congestion.png
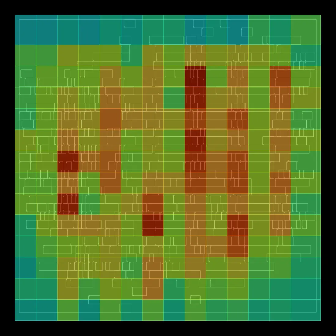
flops_by_reg.png
The bar under the picture is 20 um long.
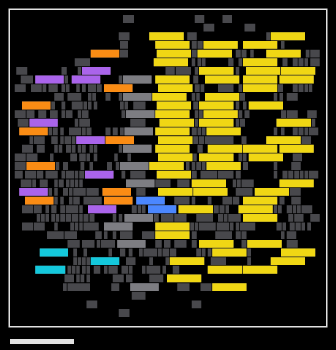
placement_by_type.png
The bar under the picture is 20 um long.
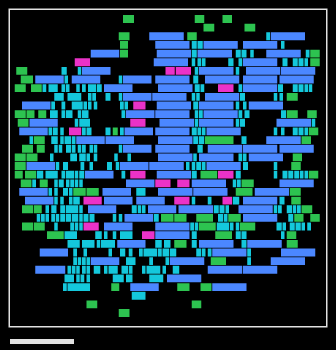
logic_types.png
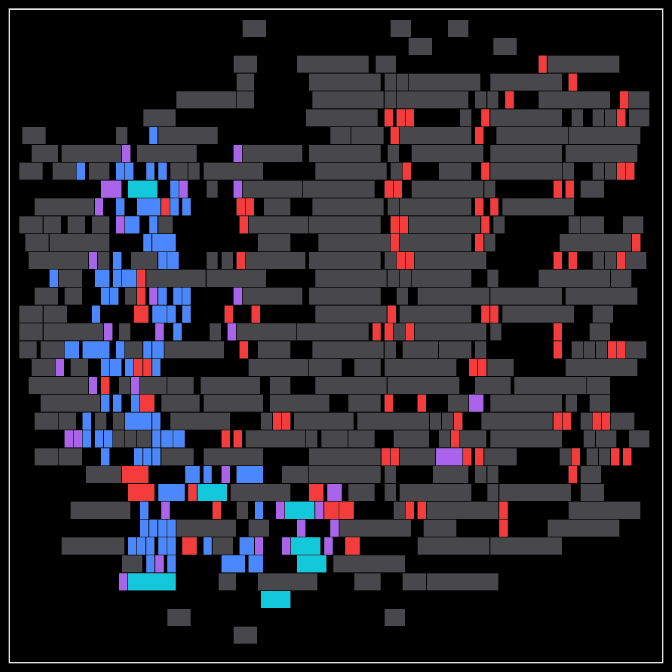
[config.mk]
export PLATFORM = sky130hd
export DESIGN_NAME = instr_fetch_flat
export DESIGN_NICKNAME = d
export VERILOG_FILES = /design/src/rtl/instr_fetch_if.sv /design/src/rtl/instr_fetch.sv /design/src/flat_wrapper.sv
export SDC_FILE = /design/constraint.sdc
export NUM_CORES = 1
export LEC_CHECK = 0
export ABC_AREA = 1
export CAP_MARGIN = 20
export CORE_UTILIZATION = 45
export DETAILED_ROUTE_END_ITERATION = 8
export GPL_TIMING_DRIVEN = 0
export PLACE_DENSITY = 0.73
export SLEW_MARGIN = 20
export SYNTH_ARGS = -nofsm -noshare
export SYNTH_HDL_FRONTEND = slang
export SYNTH_SLANG_ARGS = --single-unit
[constraint.sdc]
create_clock -name clk -period 2.1 [get_ports clk]
set_input_delay 0.21 -clock clk [delete_from_list [all_inputs] [get_ports clk]]
set_output_delay 0.21 -clock clk [all_outputs]
set_load 0.005 [all_outputs]
[src/rtl/instr_fetch_if.sv]
// Instruction fetch bus: program ROM address/data, decoded-stage handshake
// and the redirect (jump) request. The fetch unit is the master.
interface instr_fetch_if;
  logic [7:0] rom_address;
  logic [7:0] rom_data;
  logic [7:0] instr;
  logic [7:0] instr_pc;
  logic       instr_valid;
  logic       instr_ready;
  logic       jump_en;
  logic [7:0] jump_addr;

  modport master (
    output rom_address, instr, instr_pc, instr_valid,
    input  rom_data, instr_ready, jump_en, jump_addr
  );

  modport slave (
    input  rom_address, instr, instr_pc, instr_valid,
    output rom_data, instr_ready, jump_en, jump_addr
  );
endinterface

[src/rtl/instr_fetch.sv]
// Instruction fetch unit: issues sequential addresses to a synchronous ROM,
// tracks two in-flight fetch stages and queues returned bytes (with their
// address) in a small FIFO toward the consumer. A jump squashes everything
// queued or in flight and restarts fetching at the target address.
module instr_fetch #(
  parameter int FIFO_DEPTH = 4
) (
  input logic           clk,
  input logic           rst,
  instr_fetch_if.master bus
);
  localparam int PTR_W = $clog2(FIFO_DEPTH);
  localparam int CNT_W = PTR_W + 1;

  typedef struct packed {
    logic       valid;
    logic [7:0] addr;
  } stage_t;

  typedef struct packed {
    logic [7:0] pc;
    logic [7:0] data;
  } entry_t;

  logic [7:0]       pc;
  stage_t           s1;
  stage_t           s2;
  entry_t           fifo_mem [FIFO_DEPTH];
  logic [PTR_W-1:0] wr_ptr;
  logic [PTR_W-1:0] rd_ptr;
  logic [CNT_W-1:0] count;
  logic [CNT_W:0]   occupancy;
  logic             head_valid;
  entry_t           head;
  logic             can_issue;
  logic             push;
  logic             pop;

  // Every issued fetch reserves a queue slot until its byte is written, so
  // counting in-flight stages here is what keeps the FIFO from overflowing.
  assign occupancy  = (CNT_W+1)'(count) + (CNT_W+1)'(s1.valid) + (CNT_W+1)'(s2.valid);
  assign head_valid = (count != '0);
  assign head       = fifo_mem[rd_ptr];

  // Issue/push/pop decisions for this cycle; a jump overrides issue and push
  always_comb begin
    // NOTE: every always_comb output is given a default first so no path leaves it unassigned and infers a latch.
    can_issue = 1'b0;
    push      = 1'b0;
    pop       = head_valid && bus.instr_ready;
    if (!bus.jump_en) begin
      can_issue = (occupancy < (CNT_W+1)'(FIFO_DEPTH));
      push      = s2.valid;
    end
  end

  // Fetch pipeline: PC, ROM address and the two in-flight stages
  always_ff @(posedge clk or posedge rst) begin
    // NOTE: state registers use non-blocking assignments so every flop samples pre-edge values.
    if (rst) begin
      pc              <= 8'h00;
      bus.rom_address <= 8'h00;
      s1              <= '0;
      s2              <= '0;
    end else if (bus.jump_en) begin
      bus.rom_address <= bus.jump_addr;
      s1              <= '{valid: 1'b1, addr: bus.jump_addr};
      s2              <= '0;
      pc              <= bus.jump_addr + 8'd1;
    end else begin
      s2 <= s1;
      if (can_issue) begin
        bus.rom_address <= pc;
        s1              <= '{valid: 1'b1, addr: pc};
        pc              <= pc + 8'd1;
      end else begin
        s1.valid <= 1'b0;
      end
    end
  end

  // Queue storage write: byte returned by the ROM for the fetch now in S2
  always_ff @(posedge clk) begin
    // NOTE: the storage array has no reset; count alone says which entries are meaningful.
    if (push) begin
      fifo_mem[wr_ptr] <= '{pc: s2.addr, data: bus.rom_data};
    end
  end

  // Queue pointers and occupancy count; a jump empties the queue
  always_ff @(posedge clk or posedge rst) begin
    if (rst) begin
      wr_ptr <= '0;
      rd_ptr <= '0;
      count  <= '0;
    end else if (bus.jump_en) begin
      wr_ptr <= '0;
      rd_ptr <= '0;
      count  <= '0;
    end else begin
      if (push) wr_ptr <= wr_ptr + PTR_W'(1);
      if (pop)  rd_ptr <= rd_ptr + PTR_W'(1);
      case ({push, pop})
        2'b10:   count <= count + CNT_W'(1);
        2'b01:   count <= count - CNT_W'(1);
        default: count <= count;
      endcase
    end
  end

  // Consumer view of the queue head; zero whenever the queue is empty
  assign bus.instr_valid = head_valid;
  assign bus.instr       = head_valid ? head.data : 8'h00;
  assign bus.instr_pc    = head_valid ? head.pc : 8'h00;

  // The issue rule must never let a byte arrive at a full queue
  no_overflow: assert property (@(posedge clk) disable iff (rst)
    !(push && count == CNT_W'(FIFO_DEPTH)));

endmodule

[src/flat_wrapper.sv]
// flat-port wrapper written by rule: the top's interface ports become plain ports
module instr_fetch_flat 
#(
  parameter int FIFO_DEPTH = 4
)
  (clk, rst, bus_rom_address, bus_instr, bus_instr_pc, bus_instr_valid, bus_rom_data, bus_instr_ready, bus_jump_en, bus_jump_addr);
  instr_fetch_if bus_i ();
  input logic clk;
  input logic rst;
  output wire logic [$bits(bus_i.rom_address)-1:0] bus_rom_address;
  output wire logic [$bits(bus_i.instr)-1:0] bus_instr;
  output wire logic [$bits(bus_i.instr_pc)-1:0] bus_instr_pc;
  output wire logic [$bits(bus_i.instr_valid)-1:0] bus_instr_valid;
  input wire logic [$bits(bus_i.rom_data)-1:0] bus_rom_data;
  input wire logic [$bits(bus_i.instr_ready)-1:0] bus_instr_ready;
  input wire logic [$bits(bus_i.jump_en)-1:0] bus_jump_en;
  input wire logic [$bits(bus_i.jump_addr)-1:0] bus_jump_addr;
  assign bus_rom_address = bus_i.rom_address;
  assign bus_instr = bus_i.instr;
  assign bus_instr_pc = bus_i.instr_pc;
  assign bus_instr_valid = bus_i.instr_valid;
  assign bus_i.rom_data = bus_rom_data;
  assign bus_i.instr_ready = bus_instr_ready;
  assign bus_i.jump_en = bus_jump_en;
  assign bus_i.jump_addr = bus_jump_addr;
  instr_fetch #(.FIFO_DEPTH(FIFO_DEPTH)) u_core (.clk(clk), .rst(rst), .bus(bus_i));
endmodule
==> out/qor.log <==
INFO  timing         worst_margin_slew=878ps
INFO  power          total_design_power=5.00mW
INFO  power          seq_power_share=46.9%
INFO  critical_path  worst_path_largest_cell_delay=380ps
INFO  grt            grt_pass1_vias=2896
INFO  worst_hold_path worstHoldEndpoint=u_core.rd_ptr[0]
INFO  timing         finalWorstSetupSlack=170ps
INFO  yosys          ys_sh_adder=2.23%
INFO  routing        drc=0
INFO  layout         layout.nonclk_buf_share=14.0%
INFO  timing         relSlewSlack=41.4%
INFO  grt            gr_met1_demand_resource=22.7%
INFO  placement      routabilityCongestion=0.860
INFO  status         outcome=completed
INFO  layout         layout-drive-gt1-share=17.1%
INFO  yosys          floorplan.nets=431
INFO  routing        drt-total-wl=8.15mm
INFO  critical_path  endpoint_kind=output pin
INFO  timing         post-route-period-util=91.9%
INFO  power          pg_comb=1.45mW
INFO  power          clockPowerShare=24.0%
INFO  layout         top_area_cell_class=registers
INFO  routing        routedLengthMet1=3.52mm
INFO  timing         finClkSkew=19.6ps
INFO  clocking       cts_tree=yes
INFO  timing         finalWorstPathRequiredPeriod=1930ps
INFO  clocking       clock.latency.late_pin=370ps
INFO  power          p_leak=2.21nW
INFO  routing        drt_pre_antenna_iters=4
INFO  yosys          synth_simple_gate_area_share=17.4%
INFO  power          p_sw=1.62mW
INFO  critical_path  cp-startpoint=u_core.rd_ptr[0]
INFO  power          vdd_drop_max=0.000422V
INFO  clocking       post_cts_hold_buffer_count=0
INFO  grt            grt_start_max_net_pins=34
Back to the opening pictures, congestion.png:
grt met2 use: 31.9%
global-route usage over all layers: 18.5%
global routing usage on met3: 4.29%

Back to the opening pictures, flops_by_reg.png:
Key: yellow = u_core.fifo_mem [placed flops 64]; cyan = u_core.count [placed flops 3]; purple = u_core.pc [placed flops 8]; orange = u_core.s1 [placed flops 9]; blue = u_core.rd_ptr [placed flops 2]
sequential group power: 2.35 mW
combined flip-flop and latch cell area: 0.00275 mm2
post-route core utilization: 56.5%

Back to the opening pictures, placement_by_type.png:
Key: blue = flops [cells 97, share of their area 54%]; green = other buffers and delay cells [cells 71, share of their area 14%]; cyan = combinational and other logic [cells 283, share of their area 27%]; magenta = clock drivers and dummy loads [cells 16, share of their area 4.0%]
total number of placement rows: 35
final standard cell area without fillers: 0.00519 mm2
fraction of area in registers: 52.9%
CORE AREA: 0.00920 mm2

Back to the opening pictures, logic_types.png:
Key: purple = inverters [cells 32]; cyan = adder and majority cells [cells 7, where south]; red = NOR gates [cells 92]; blue = NAND gates [cells 78]
most frequent logic cell in the layout: sky130_fd_sc_hd__nor2_1
non-filler cells in the finished layout: 578
fraction of area in multi-input gates: 23.9%

Power figures rest on the tool's default switching activity, not on a simulated workload.
